### Metal 3

Bar = 20 um.
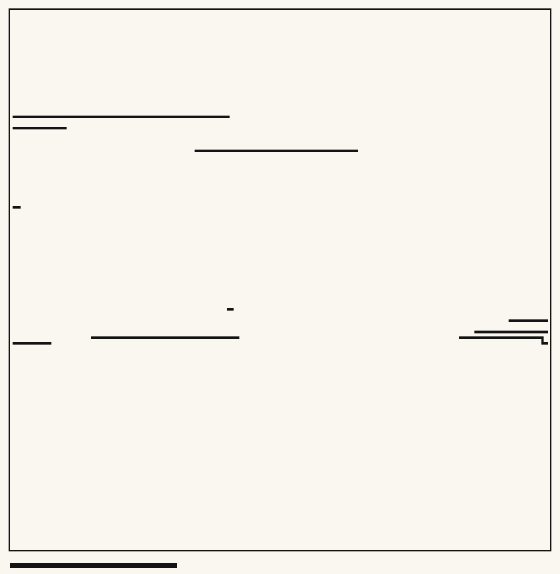
### I/O nets highlighted

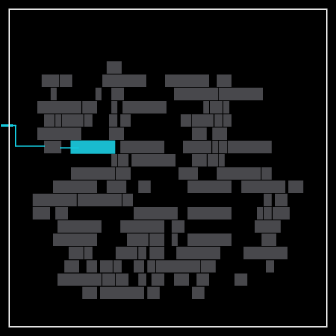
### Cell area per tile

The die is cut into 6 by 6 equal tiles; black is low, pale yellow is high, 0 to 100% covered.
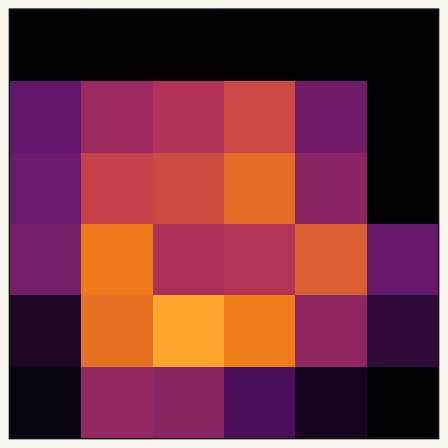
### Selected gate families

Bar = 20 um.
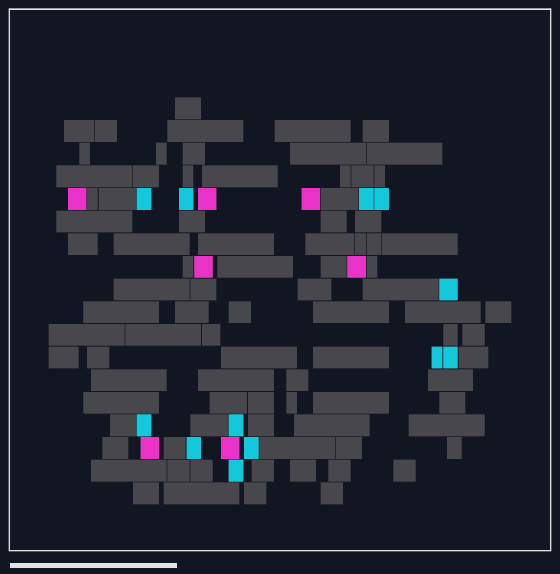
==> config.mk <==
export PLATFORM = sky130hd
export DESIGN_NAME = seq_input_conditioner
export DESIGN_NICKNAME = d
export VERILOG_FILES = /design/src/rtl/seq_input_conditioner.sv
export SDC_FILE = /design/constraint.sdc
export NUM_CORES = 1
export LEC_CHECK = 0
export CORE_MARGIN = 4
export CORE_UTILIZATION = 35
export DETAILED_ROUTE_END_ITERATION = 7
export PLACE_DENSITY = 0.58
export SETUP_SLACK_MARGIN = 0.1
export SLEW_MARGIN = 20
export SYNTH_ARGS = -nofsm -noshare
export SYNTH_HDL_FRONTEND = slang
export SYNTH_SLANG_ARGS = --single-unit
export TNS_END_PERCENT = 100
==> constraint.sdc <==
create_clock -name clk -period 1.73 [get_ports clk]
set_input_delay 0.2595 -clock clk [delete_from_list [all_inputs] [get_ports clk]]
set_output_delay 0.2595 -clock clk [all_outputs]
set_load 0.05 [all_outputs]
==> src/rtl/seq_input_conditioner.sv <==
// seq_input_conditioner
//   Turns two raw, bouncy board buttons into clean clk-synchronous inputs for
//   the T-trigger sequential circuit. Each button is synchronised (2 flops),
//   debounced by its own four-state channel FSM, and then edge-detected. The
//   outputs are a one-cycle step pulse, an x level (button level or
//   per-press toggle), a pulse on every x change, and a wrapping press count.
//
//   Optional feature macro: AUTO_PATTERN_EN
//     When defined, the auto_en input, the PAT_LEN/PATTERN parameters and a
//     pattern index are added. With auto_en=1 every step press loads
//     x from PATTERN (bit 0 first) and btn_x/x_mode are ignored.
//
// Ports
//   clk        in   system clock, rising edge
//   rst_n      in   asynchronous active-low reset
//   btn_t      in   raw step button (asynchronous)
//   btn_x      in   raw x button (asynchronous)
//   x_mode     in   0: x follows button level, 1: x toggles per press
//   auto_en    in   (AUTO_PATTERN_EN only) drive x from PATTERN
//   t          out  one-cycle pulse per accepted btn_t press
//   x          out  registered x level
//   x_changed  out  one-cycle pulse, aligned with each new x value
//   press_cnt  out  number of t pulses issued, wraps at 256
module seq_input_conditioner #(
  parameter int unsigned DEB_CYCLES = 16,
  parameter int unsigned CNT_W      = 5
`ifdef AUTO_PATTERN_EN
  ,
  parameter int unsigned          PAT_LEN = 8,
  parameter logic [PAT_LEN-1:0]   PATTERN = 8'b1011_0010
`endif
) (
  input  logic       clk,
  input  logic       rst_n,
  input  logic       btn_t,
  input  logic       btn_x,
  input  logic       x_mode,
`ifdef AUTO_PATTERN_EN
  input  logic       auto_en,
`endif
  output logic       t,
  output logic       x,
  output logic       x_changed,
  output logic [7:0] press_cnt
);

  localparam logic [CNT_W-1:0] DEB_LAST = CNT_W'(DEB_CYCLES - 1);

  typedef enum logic [1:0] {
    IDLE,
    ARMING,
    PRESSED,
    RELEASING
  } ch_state_t;

  // Channel index: bit 0 = step button, bit 1 = x button.
  logic [1:0] sync1;
  logic [1:0] sync2;
  logic [1:0] stable;
  logic [1:0] stable_d;
  logic [1:0] rise;

  always_ff @(posedge clk or negedge rst_n) begin
    if (!rst_n) begin
      sync1 <= '0;
      sync2 <= '0;
    end else begin
      sync1 <= {btn_x, btn_t};
      sync2 <= sync1;
    end
  end

  for (genvar ch = 0; ch < 2; ch++) begin : g_ch
    ch_state_t        st_q;
    ch_state_t        st_d;
    logic [CNT_W-1:0] cnt_q;
    logic [CNT_W-1:0] cnt_d;
    logic             s;

    assign s = sync2[ch];

    always_ff @(posedge clk or negedge rst_n) begin
      if (!rst_n) begin
        st_q  <= IDLE;
        cnt_q <= '0;
      end else begin
        st_q  <= st_d;
        cnt_q <= cnt_d;
      end
    end

    // The counter only runs in the two transitional states; any sample
    // matching the current stable level drops back and clears it.
    always_comb begin
      st_d  = st_q;
      cnt_d = '0;
      case (st_q)
        IDLE, ARMING: begin
          if (s) begin
            if (cnt_q == DEB_LAST) begin
              st_d = PRESSED;
            end else begin
              st_d  = ARMING;
              cnt_d = cnt_q + 1'b1;
            end
          end else begin
            st_d = IDLE;
          end
        end
        PRESSED, RELEASING: begin
          if (!s) begin
            if (cnt_q == DEB_LAST) begin
              st_d = IDLE;
            end else begin
              st_d  = RELEASING;
              cnt_d = cnt_q + 1'b1;
            end
          end else begin
            st_d = PRESSED;
          end
        end
        default: st_d = IDLE;
      endcase
    end

    assign stable[ch] = (st_q == PRESSED) || (st_q == RELEASING);
  end

  always_ff @(posedge clk or negedge rst_n) begin
    if (!rst_n) begin
      stable_d <= '0;
    end else begin
      stable_d <= stable;
    end
  end

  assign rise = stable & ~stable_d;

  logic x_next;

`ifdef AUTO_PATTERN_EN
  localparam int unsigned      IDX_W    = (PAT_LEN > 1) ? $clog2(PAT_LEN) : 1;
  localparam logic [IDX_W-1:0] IDX_LAST = IDX_W'(PAT_LEN - 1);

  logic [IDX_W-1:0] idx;
  logic [IDX_W-1:0] idx_next;

  always_comb begin
    x_next   = x;
    idx_next = idx;
    if (auto_en) begin
      if (rise[0]) begin
        x_next   = PATTERN[idx];
        idx_next = (idx == IDX_LAST) ? '0 : idx + 1'b1;
      end
    end else if (x_mode) begin
      x_next = x ^ rise[1];
    end else begin
      x_next = stable[1];
    end
  end

  always_ff @(posedge clk or negedge rst_n) begin
    if (!rst_n) begin
      idx <= '0;
    end else begin
      idx <= idx_next;
    end
  end
`else
  always_comb begin
    x_next = x;
    if (x_mode) begin
      x_next = x ^ rise[1];
    end else begin
      x_next = stable[1];
    end
  end
`endif

  always_ff @(posedge clk or negedge rst_n) begin
    if (!rst_n) begin
      t         <= 1'b0;
      x         <= 1'b0;
      x_changed <= 1'b0;
      press_cnt <= '0;
    end else begin
      t         <= rise[0];
      x         <= x_next;
      x_changed <= x_next ^ x;
      press_cnt <= press_cnt + {7'd0, rise[0]};
    end
  end

endmodule

==> flow.log <==
[flow] summary of implementation run
[metrics] status: completed
[metrics] aoi/oai-family share of the synthesized area: 3.21%
[metrics] yosys warns: 0
[metrics] Min Hold Slack: 0.316 ns
[metrics] hold violation total from the final report: 0
[metrics] initial antenna violation count: 0
[metrics] number of nets in the finished design: 114
[metrics] TritonCTS clock tree: yes
[metrics] fraction of the yosys area taken by sequential cells: 64.2%
[metrics] top logic cells by instance count in the layout: 29 x sky130_fd_sc_hd__dfrtp_1, 10 x sky130_fd_sc_hd__nand3_1, 10 x sky130_fd_sc_hd__buf_4
[metrics] number of standard cells reported by yosys: 85
[metrics] design internal power: 0.881 mW
[metrics] worst clock skew on the final layout: 0.00571 ns
[metrics] final clock period utilization by the worst path: 81.9%
[metrics] Critical Path, Cell by Cell: dlygate4sd2_1
[metrics] max-slew violation total from the final report: 0
[metrics] Rows: 20
[metrics] measured slew at the worst slew-check pin: 0.487 ns
[metrics] peak supply drop: 0.000470 V
[metrics] DR DRC count: 0
[metrics] Tightest Hold Check Type: in -> async
[metrics] critical-path cell with the highest stage delay: sky130_fd_sc_hd__dlygate4sd2_1
[metrics] per-cell routed wire length: 10.7 um
[metrics] instance count of the mapped netlist: 85
[metrics] placer congestion estimate: 0.639
[metrics] dominant combinational cell family by area after synthesis: simple AND/OR/NAND/NOR gates
[metrics] number of setup violations in the final report: 0
[metrics] die boundary height: 64.8 um
[metrics] post-detailed-route count of antenna-violating nets: 0
[metrics] syn nets: 94
[metrics] maximum capacitance violations: 0
[metrics] count of tool warnings: 26
[metrics] die area: 0.00420 mm2
[metrics] deepest clock path buffer count: 2
[metrics] multiplexer fraction of the synthesized cell area: 3.32%
[metrics] area of the mapped netlist: 0.00113 mm2
[metrics] Total GRT Usage: 9.74%
[metrics] horizontal extent of the die: 64.8 um
[metrics] clock edge transition at the registers on the reported setup and hold paths: 0.08 ns
[metrics] PwrDens: 834 mW/mm2
[metrics] clock power share: 32.4%
[metrics] sw power: 0.243 mW
[metrics] combinational cell fraction of total power: 4.8%
[metrics] maximum level of the CTS H-tree: 2
[metrics] Insertion Delay late pin: 0.31 ns
[metrics] Critical R2R Launch: g_ch[0].st_q[1]
[metrics] antenna diode count: 0
-- 'Metal 3' (at the start) --
The layer holds 6.1% of the routed length. The layer carries 98.1 um of wire. 8 nets have wire on it. The longest straight run is 25.8 um. The wires run mostly horizontal.

-- 'I/O nets highlighted' (at the start) --
Cyan marks btn_x, bits 1, direction input, end cells 1, buffers 1, wire 14.6 um.

-- 'Cell area per tile' (at the start) --
The fullest tile reaches 80%. The mean over all tiles is 31%. 2.8% of the tiles are over 75% full. 25% of the tiles are nearly empty. The emptiest ninth of the die: top right.
Init Core Util: 36.7%
area of the core: 0.00308 mm2
final core utilization: 43.8%

-- 'Selected gate families' (at the start) --
Cyan marks nand cells, cells 12. Magenta marks and/or cells, cells 7.
Non-Filler Instances: 150
Commonest Layout Cell: sky130_fd_sc_hd__dfrtp_1
multi-input logic portion of the cell area: 28.4%

[per-layer routing]
| metal | global-route usage [%] | wire, um | vias up |
|---|---|---|---|
| li1 | - | - | 324 |
| met1 | 11.4 | 715 | 305 |
| met2 | 14.3 | 770 | 12 |
| met3 | 4.85 | 98 | 2 |
| met4 | 5.54 | 23 | 0 |
| met5 | 0 | 0 | - |
[state kept, by name (all words and copies together), names as in the netlist, 2 cells and up]
name / cells
sync1: 2
g_ch.st_q: 2
g_ch.cnt_q: 10
stable_d: 2
sync2: 2
press_cnt: 8
[layout make-up]
class                      instances  area [um2]  area share, %
tap                               44        55.1           4.08
inverter                           1        3.75          0.278
multi-input combinational         52         383           28.4
timing repair buffer              16         133           9.83
sequential                        29         726           53.8
clock buffer                       8        48.8           3.62
[power by group through the flow]
stage	sequential, mW	combinational (mW)	clock, mW
5_1_grt	0.709	0.0646	0.423
3_3_place_gp	0.719	0.0553	0
2_1_floorplan	0.720	0.0237	0
4_1_cts	0.706	0.0563	0.388
6_report	0.706	0.0540	0.365
3_5_place_dp	0.719	0.0554	0
[stage by stage]
step | worst slack [ns] | cells
after global routing | 0.212 | 150
after global placement | 0.356 | 142
after floorplan | 0.273 | 85
after detailed placement | 0.357 | 142
after CTS | 0.277 | 150
final | 0.313 | 150
[worst max-delay path by stage]
stage                    start      endpoint  slack, ns
2_1_floorplan     press_cnt[0]  press_cnt[4]       0.27
3_3_place_gp                 t             t       0.36
3_5_place_dp                 t             t       0.36
4_1_cts                      t             t       0.28
5_1_grt        g_ch[0].st_q[1]  press_cnt[4]       0.21
6_report                     t             t       0.31
[Yosys cell counts (all sizes together)]
library cell,count
o21a,1
nor2b,1
buf,1
dfrtp,29
ha,4
xor2,6
nand3,10
a22o,1
and3,4
nor2,6
clkbuf,2
nand2,1
xnor2,7
and2,3
inv,1
mux2,3
nor3,1
o21ai,3
nand2b,1
[cells by family after synthesis]
kind of cell,after synthesis
flip-flops,29
AND/OR/NAND/NOR,27
XOR/XNOR,13
AND-OR/OR-AND,5
buffers and inverters,4
adder cells (fa/ha/maj),4
multiplexers,3
[repair_timing]
action	CTS	global route
gates resized	2	0
setup endpoints to repair	2	0
setup buffers	0	0
No activity file was given, so power comes from the tool's default toggle rates.
